Figure 1. Metal 2.
Scale: 1 px per um. Cells faint in the background.
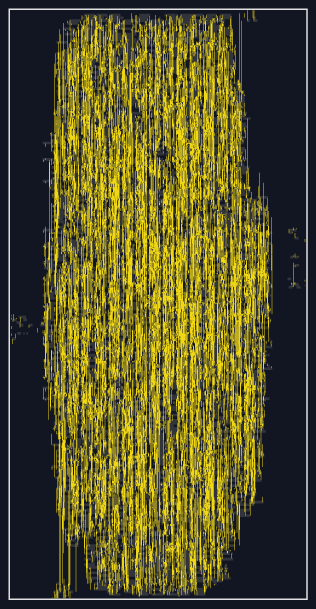
Figure 2. Register map, names as in the netlist.
Scale: 1 px per um. Other sequential cells in the stronger grey, the rest of the logic in the fainter grey.
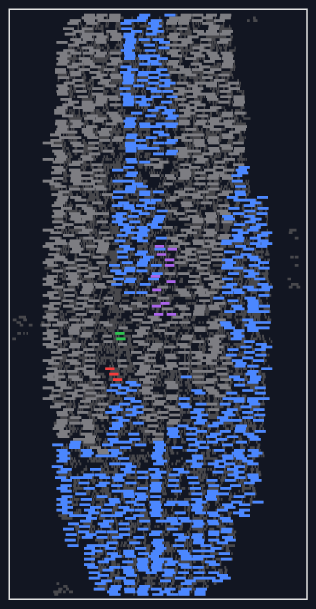
Figure 3. Layout detail.
Window x 128 to 168, y 392 to 432 um. Cells in grey, sequential cells in the stronger grey; small squares are vias.
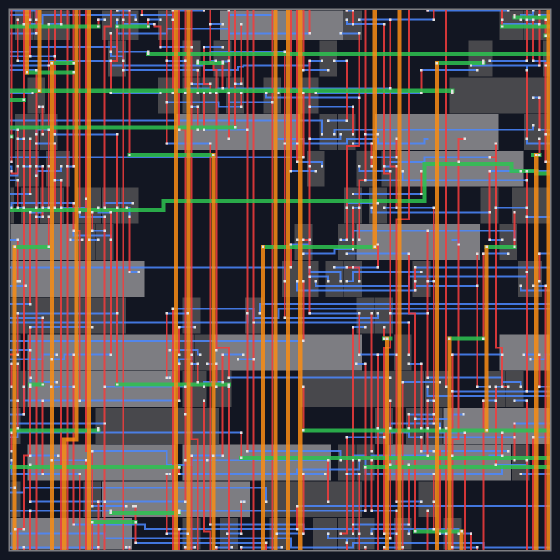
$ cat src/rtl/transpose_pkg.sv
// rtl/transpose_pkg.sv - shared constants and types for the ping-pong transpose buffer
package transpose_pkg;

   localparam int TP_DATA_W = 12;
   localparam int TP_N      = 8;

   typedef enum logic {
      BANK0 = 1'b0,
      BANK1 = 1'b1
   } bank_sel_t;

   typedef enum logic {
      TRANSPOSE = 1'b0,
      PASS      = 1'b1
   } rd_mode_t;

   function automatic bank_sel_t other_bank(input bank_sel_t b);
      return (b == BANK0) ? BANK1 : BANK0;
   endfunction

endpackage

$ cat src/rtl/tbuf_bank.sv
// rtl/tbuf_bank.sv - one N*N sample bank, row/col write port and registered row/col read port
module tbuf_bank #(
   parameter int  DATA_W = 12,
   parameter int  N      = 8,
   localparam int AW     = $clog2(N)
) (
   input  logic              clk_i,
   input  logic              rst_i,
   input  logic              we_i,
   input  logic [AW-1:0]     wrow_i,
   input  logic [AW-1:0]     wcol_i,
   input  logic [DATA_W-1:0] wdata_i,
   input  logic              re_i,
   input  logic [AW-1:0]     rrow_i,
   input  logic [AW-1:0]     rcol_i,
   output logic [DATA_W-1:0] rdata_o
);

   logic [DATA_W-1:0] mem_q [N*N];
   logic [DATA_W-1:0] rdata_q;

   // Storage is deliberately left without reset so it maps onto block RAM.
   always_ff @(posedge clk_i) begin
      if (we_i) begin
         mem_q[{wrow_i, wcol_i}] <= wdata_i;
      end
   end

   always_ff @(posedge clk_i or posedge rst_i) begin
      if (rst_i) begin
         rdata_q <= '0;
      end else if (re_i) begin
         rdata_q <= mem_q[{rrow_i, rcol_i}];
      end
   end

   assign rdata_o = rdata_q;

endmodule

$ cat src/rtl/transpose_buf.sv
// rtl/transpose_buf.sv - ping-pong N x N transpose / pass-through buffer with valid/ready streams
// Optional out_last marker on the final element of each block: define TRANSPOSE_BUF_LAST_EN.
module transpose_buf
   import transpose_pkg::*;
#(
   parameter int  DATA_W = TP_DATA_W,
   parameter int  N      = TP_N,
   localparam int AW     = $clog2(N)
) (
   input  logic              clk,
   input  logic              rst,
   input  logic              in_valid,
   output logic              in_ready,
   input  logic [DATA_W-1:0] in_data,
   input  logic              mode,
   output logic              out_valid,
   input  logic              out_ready,
   output logic [DATA_W-1:0] out_data,
   output logic [1:0]        blocks_held
`ifdef TRANSPOSE_BUF_LAST_EN
   ,
   output logic              out_last
`endif
);

   localparam logic [AW-1:0] LAST = AW'(N - 1);
   localparam logic [AW-1:0] ONE  = AW'(1);

   bank_sel_t         wbank_q, wbank_d;
   bank_sel_t         rbank_q, rbank_d;
   bank_sel_t         out_sel_q, out_sel_d;
   logic [1:0]        full_q, full_d;
   rd_mode_t          bank_mode_q [2];
   rd_mode_t          bank_mode_d [2];
   logic [AW-1:0]     wr_q, wr_d, wc_q, wc_d;
   logic [AW-1:0]     ra_q, ra_d, rb_q, rb_d;
   logic              out_valid_q, out_valid_d;
`ifdef TRANSPOSE_BUF_LAST_EN
   logic              out_last_q, out_last_d;
`endif

   logic              wr_fire;
   logic              rd_issue;
   logic              rd_last;
   logic              wr_last;
   logic [AW-1:0]     rrow, rcol;
   logic [DATA_W-1:0] rdata0, rdata1;

   assign in_ready = !full_q[wbank_q];
   assign wr_fire  = in_valid && in_ready;
   assign wr_last  = (wr_q == LAST) && (wc_q == LAST);
   assign rd_issue = full_q[rbank_q] && (!out_valid_q || out_ready);
   assign rd_last  = (ra_q == LAST) && (rb_q == LAST);

   // b is the fast index: transpose walks down a column, pass-through along a row.
   always_comb begin
      if (bank_mode_q[rbank_q] == PASS) begin
         rrow = ra_q;
         rcol = rb_q;
      end else begin
         rrow = rb_q;
         rcol = ra_q;
      end
   end

   always_comb begin
      wbank_d        = wbank_q;
      rbank_d        = rbank_q;
      out_sel_d      = out_sel_q;
      full_d         = full_q;
      bank_mode_d[0] = bank_mode_q[0];
      bank_mode_d[1] = bank_mode_q[1];
      wr_d           = wr_q;
      wc_d           = wc_q;
      ra_d           = ra_q;
      rb_d           = rb_q;
      out_valid_d    = out_valid_q;
`ifdef TRANSPOSE_BUF_LAST_EN
      out_last_d     = out_last_q;
`endif

      if (wr_fire) begin
         if ((wr_q == '0) && (wc_q == '0)) begin
            bank_mode_d[wbank_q] = rd_mode_t'(mode);
         end
         if (wr_last) begin
            wr_d            = '0;
            wc_d            = '0;
            full_d[wbank_q] = 1'b1;
            wbank_d         = other_bank(wbank_q);
         end else if (wc_q == LAST) begin
            wc_d = '0;
            wr_d = wr_q + ONE;
         end else begin
            wc_d = wc_q + ONE;
         end
      end

      // The read bank is full here, so it can never be the bank just written above.
      if (rd_issue) begin
         out_valid_d = 1'b1;
         out_sel_d   = rbank_q;
`ifdef TRANSPOSE_BUF_LAST_EN
         out_last_d  = rd_last;
`endif
         if (rd_last) begin
            ra_d            = '0;
            rb_d            = '0;
            full_d[rbank_q] = 1'b0;
            rbank_d         = other_bank(rbank_q);
         end else if (rb_q == LAST) begin
            rb_d = '0;
            ra_d = ra_q + ONE;
         end else begin
            rb_d = rb_q + ONE;
         end
      end else if (out_ready) begin
         out_valid_d = 1'b0;
`ifdef TRANSPOSE_BUF_LAST_EN
         out_last_d  = 1'b0;
`endif
      end
   end

   always_ff @(posedge clk or posedge rst) begin
      if (rst) begin
         wbank_q        <= BANK0;
         rbank_q        <= BANK0;
         out_sel_q      <= BANK0;
         full_q         <= '0;
         bank_mode_q[0] <= TRANSPOSE;
         bank_mode_q[1] <= TRANSPOSE;
         wr_q           <= '0;
         wc_q           <= '0;
         ra_q           <= '0;
         rb_q           <= '0;
         out_valid_q    <= 1'b0;
`ifdef TRANSPOSE_BUF_LAST_EN
         out_last_q     <= 1'b0;
`endif
      end else begin
         wbank_q        <= wbank_d;
         rbank_q        <= rbank_d;
         out_sel_q      <= out_sel_d;
         full_q         <= full_d;
         bank_mode_q[0] <= bank_mode_d[0];
         bank_mode_q[1] <= bank_mode_d[1];
         wr_q           <= wr_d;
         wc_q           <= wc_d;
         ra_q           <= ra_d;
         rb_q           <= rb_d;
         out_valid_q    <= out_valid_d;
`ifdef TRANSPOSE_BUF_LAST_EN
         out_last_q     <= out_last_d;
`endif
      end
   end

   tbuf_bank #(.DATA_W(DATA_W), .N(N)) u_bank0 (
      .clk_i   (clk),
      .rst_i   (rst),
      .we_i    (wr_fire && (wbank_q == BANK0)),
      .wrow_i  (wr_q),
      .wcol_i  (wc_q),
      .wdata_i (in_data),
      .re_i    (rd_issue && (rbank_q == BANK0)),
      .rrow_i  (rrow),
      .rcol_i  (rcol),
      .rdata_o (rdata0)
   );

   tbuf_bank #(.DATA_W(DATA_W), .N(N)) u_bank1 (
      .clk_i   (clk),
      .rst_i   (rst),
      .we_i    (wr_fire && (wbank_q == BANK1)),
      .wrow_i  (wr_q),
      .wcol_i  (wc_q),
      .wdata_i (in_data),
      .re_i    (rd_issue && (rbank_q == BANK1)),
      .rrow_i  (rrow),
      .rcol_i  (rcol),
      .rdata_o (rdata1)
   );

   // Each bank holds its last read value, so the stalled output stays stable.
   assign out_data    = (out_sel_q == BANK1) ? rdata1 : rdata0;
   assign out_valid   = out_valid_q;
   assign blocks_held = {1'b0, full_q[0]} + {1'b0, full_q[1]};
`ifdef TRANSPOSE_BUF_LAST_EN
   assign out_last    = out_last_q;
`endif

endmodule
$ cat config.mk
export PLATFORM = sky130hd
export DESIGN_NAME = transpose_buf
export DESIGN_NICKNAME = d
export VERILOG_FILES = /design/src/rtl/transpose_pkg.sv /design/src/rtl/tbuf_bank.sv /design/src/rtl/transpose_buf.sv
export SDC_FILE = /design/constraint.sdc
export NUM_CORES = 2
export LEC_CHECK = 0
export ABC_AREA = 1
export CORE_ASPECT_RATIO = 2
export CORE_MARGIN = 2
export CORE_UTILIZATION = 41
export CTS_CLUSTER_SIZE = 28
export DETAILED_ROUTE_END_ITERATION = 10
export PLACE_DENSITY = 0.67
export SLEW_MARGIN = 20
export SYNTH_ARGS = -nofsm -noshare
export SYNTH_HDL_FRONTEND = slang
export SYNTH_SLANG_ARGS = --single-unit
$ cat constraint.sdc
create_clock -name clk -period 3.6 [get_ports clk]
set_clock_uncertainty 0.05 [all_clocks]
set_input_delay 0.72 -clock clk [delete_from_list [all_inputs] [get_ports clk]]
set_output_delay 0.72 -clock clk [all_outputs]
set_load 0.03 [all_outputs]
==> run_summary.xml <==
<?xml version="1.0" encoding="UTF-8"?>
<metrics>
  <group name="setup_path">
    <metric name="timing.critical_path.slowest_stage_cell" unit="">sky130_fd_sc_hd__clkdlybuf4s50_1</metric>
    <metric name="worst-r2r-cell-count" unit="">16</metric>
    <metric name="total_stage_count_of_the_critical_path" unit="">4</metric>
    <metric name="crit_start" unit="">out_sel_q</metric>
    <metric name="crit_path_cell_trace" unit="">clkinvlp_4 &gt; nand2_1 &gt; nand2_1 &gt; clkdlybuf4s50_1</metric>
    <metric name="crit_path_kind" unit="">reg2out</metric>
  </group>
  <group name="routing">
    <metric name="drtAntennaViolNets" unit="">0</metric>
    <metric name="post-route-drc-count" unit="">0</metric>
    <metric name="routed_wirelength" unit="um">215000</metric>
  </group>
  <group name="floorplanning">
    <metric name="taps" unit="">2268</metric>
    <metric name="dieArea" unit="mm^2">0.174</metric>
    <metric name="rows" unit="">214</metric>
  </group>
  <group name="power">
    <metric name="ir_drop" unit="V">0.000853</metric>
    <metric name="seq_power_share" unit="%">29.4</metric>
    <metric name="clkPwrFrac" unit="%">21.0</metric>
  </group>
  <group name="logic_synthesis">
    <metric name="flop_cell" unit="">sky130_fd_sc_hd__edfxtp_1</metric>
    <metric name="yosys_register_bits" unit="">1580</metric>
    <metric name="ys_top_logic_family" unit="">simple AND/OR/NAND/NOR gates</metric>
    <metric name="synthArstFlopShare" unit="%">2.78</metric>
    <metric name="postSynthNetCount" unit="">6878</metric>
    <metric name="post-synth-top-count-cell" unit="">sky130_fd_sc_hd__nand3_1</metric>
    <metric name="netlist_instances" unit="">6850</metric>
  </group>
  <group name="global_routing">
    <metric name="gr-total-overflow" unit="">0</metric>
    <metric name="first_pass_grt_wire_length" unit="um">313000</metric>
  </group>
  <group name="final_timing">
    <metric name="fin_tns_setup" unit="ns">0</metric>
    <metric name="hold_viol_final" unit="">0</metric>
    <metric name="finalSetupViolCount" unit="">0</metric>
    <metric name="achievable_freq" unit="MHz">280</metric>
    <metric name="period_needed" unit="ns">3.57</metric>
  </group>
  <group name="min_path">
    <metric name="holdCritStartpoint" unit="">in_data[10]</metric>
    <metric name="min_delay_path_depth" unit="">1</metric>
    <metric name="worst_hold_path.endpoint" unit="">u_bank1.mem_q[28][10]</metric>
  </group>
  <group name="status">
    <metric name="run_status" unit="">complete, no violations</metric>
  </group>
  <group name="clock_tree">
    <metric name="cts_setup_buffers" unit="">0</metric>
    <metric name="htree_levels" unit="">4</metric>
  </group>
  <group name="finish">
    <metric name="design.seq.count" unit="">1580</metric>
    <metric name="nNonClkBuffers" unit="">299</metric>
    <metric name="cell_group_occupying_the_most_layout_area" unit="">flip-flops and latches</metric>
    <metric name="layout.filler_cells" unit="">15400</metric>
    <metric name="clkCellAreaFrac" unit="%">5.55</metric>
  </group>
  <group name="place">
    <metric name="place.gp.congestion" unit="">0.949</metric>
  </group>
</metrics>
-- Figure 1 (at the start) --
- share of all routed wire: 50%
- longest straight run: 162 um
- main direction: vertical
- nets with wire on the layer: 5,054

-- Figure 2 (at the start) --
- red: `wr_q` (placed flops 3)
- purple: `u_bank1.rdata_o` (placed flops 12; where centre)
- blue: `u_bank1.mem_q` (placed flops 768)
- green: `full_q` (placed flops 2)
- not coloured: 795
Seq. cell area: 0.0472 mm^2
register share of the cell area: 60.1%
power in sequential cells: 20.8 mW

-- Figure 3 (at the start) --
- red: metal 2
- green: metal 3
- orange: metal 4
- blue: metal 1
- cells with their middle in the window: 100
- netlist names of flops here include: `u_bank1.mem_q` (8), `u_bank0.rdata_o` (7)
- most frequent: nand2_1 (55), nand3_1 (12), inv_1 (9)
- sequential cells in the window: 15

==> metal layers <==
layer / track usage, % / share of wire [%] / vias up / wire (um)
met3: 2.69 / 6.1 / 659 / 13100
met5: 0 / 0.0051 / - / 11
met2: 42.4 / 50 / 2121 / 108000
met1: 26.5 / 33 / 23700 / 71400
met4: 21.7 / 10 / 2 / 22500
li1: - / - / 22400 / -
==> placed cells by master (no fill, tap or decap), types with 4 or more instances in the layout <==
master,instances
sky130_fd_sc_hd__nor3_2,12
sky130_fd_sc_hd__clkinvlp_4,12
sky130_fd_sc_hd__a21oi_1,5
sky130_fd_sc_hd__clkbuf_1,21
sky130_fd_sc_hd__nand3b_1,71
sky130_fd_sc_hd__buf_12,57
sky130_fd_sc_hd__clkdlybuf4s50_1,20
sky130_fd_sc_hd__nand3_1,1618
sky130_fd_sc_hd__nor2_1,131
sky130_fd_sc_hd__nand2_1,1604
sky130_fd_sc_hd__o21ai_0,16
sky130_fd_sc_hd__inv_1,1390
sky130_fd_sc_hd__ha_1,11
sky130_fd_sc_hd__clkinv_2,29
sky130_fd_sc_hd__buf_6,7
sky130_fd_sc_hd__edfxtp_1,1536
sky130_fd_sc_hd__clkbuf_16,143
sky130_fd_sc_hd__nand2_2,4
sky130_fd_sc_hd__buf_4,215
sky130_fd_sc_hd__bufinv_16,11
sky130_fd_sc_hd__nor3_1,7
sky130_fd_sc_hd__dfrtp_1,43
sky130_fd_sc_hd__clkinv_1,17
==> power groups by stage <==
| stage | combinational [mW] | sequential, mW | clock, mW |
|---|---|---|---|
| after floorplan | 21.2 | 21.1 | 0 |
| after global placement | 34.6 | 21.2 | 0 |
| after detailed placement | 34.6 | 21.2 | 0 |
| after CTS | 34.8 | 20.8 | 15.0 |
| after global routing | 37.2 | 20.9 | 15.6 |
| final | 35.1 | 20.8 | 14.9 |
Power is estimated from default activity; no workload was simulated.
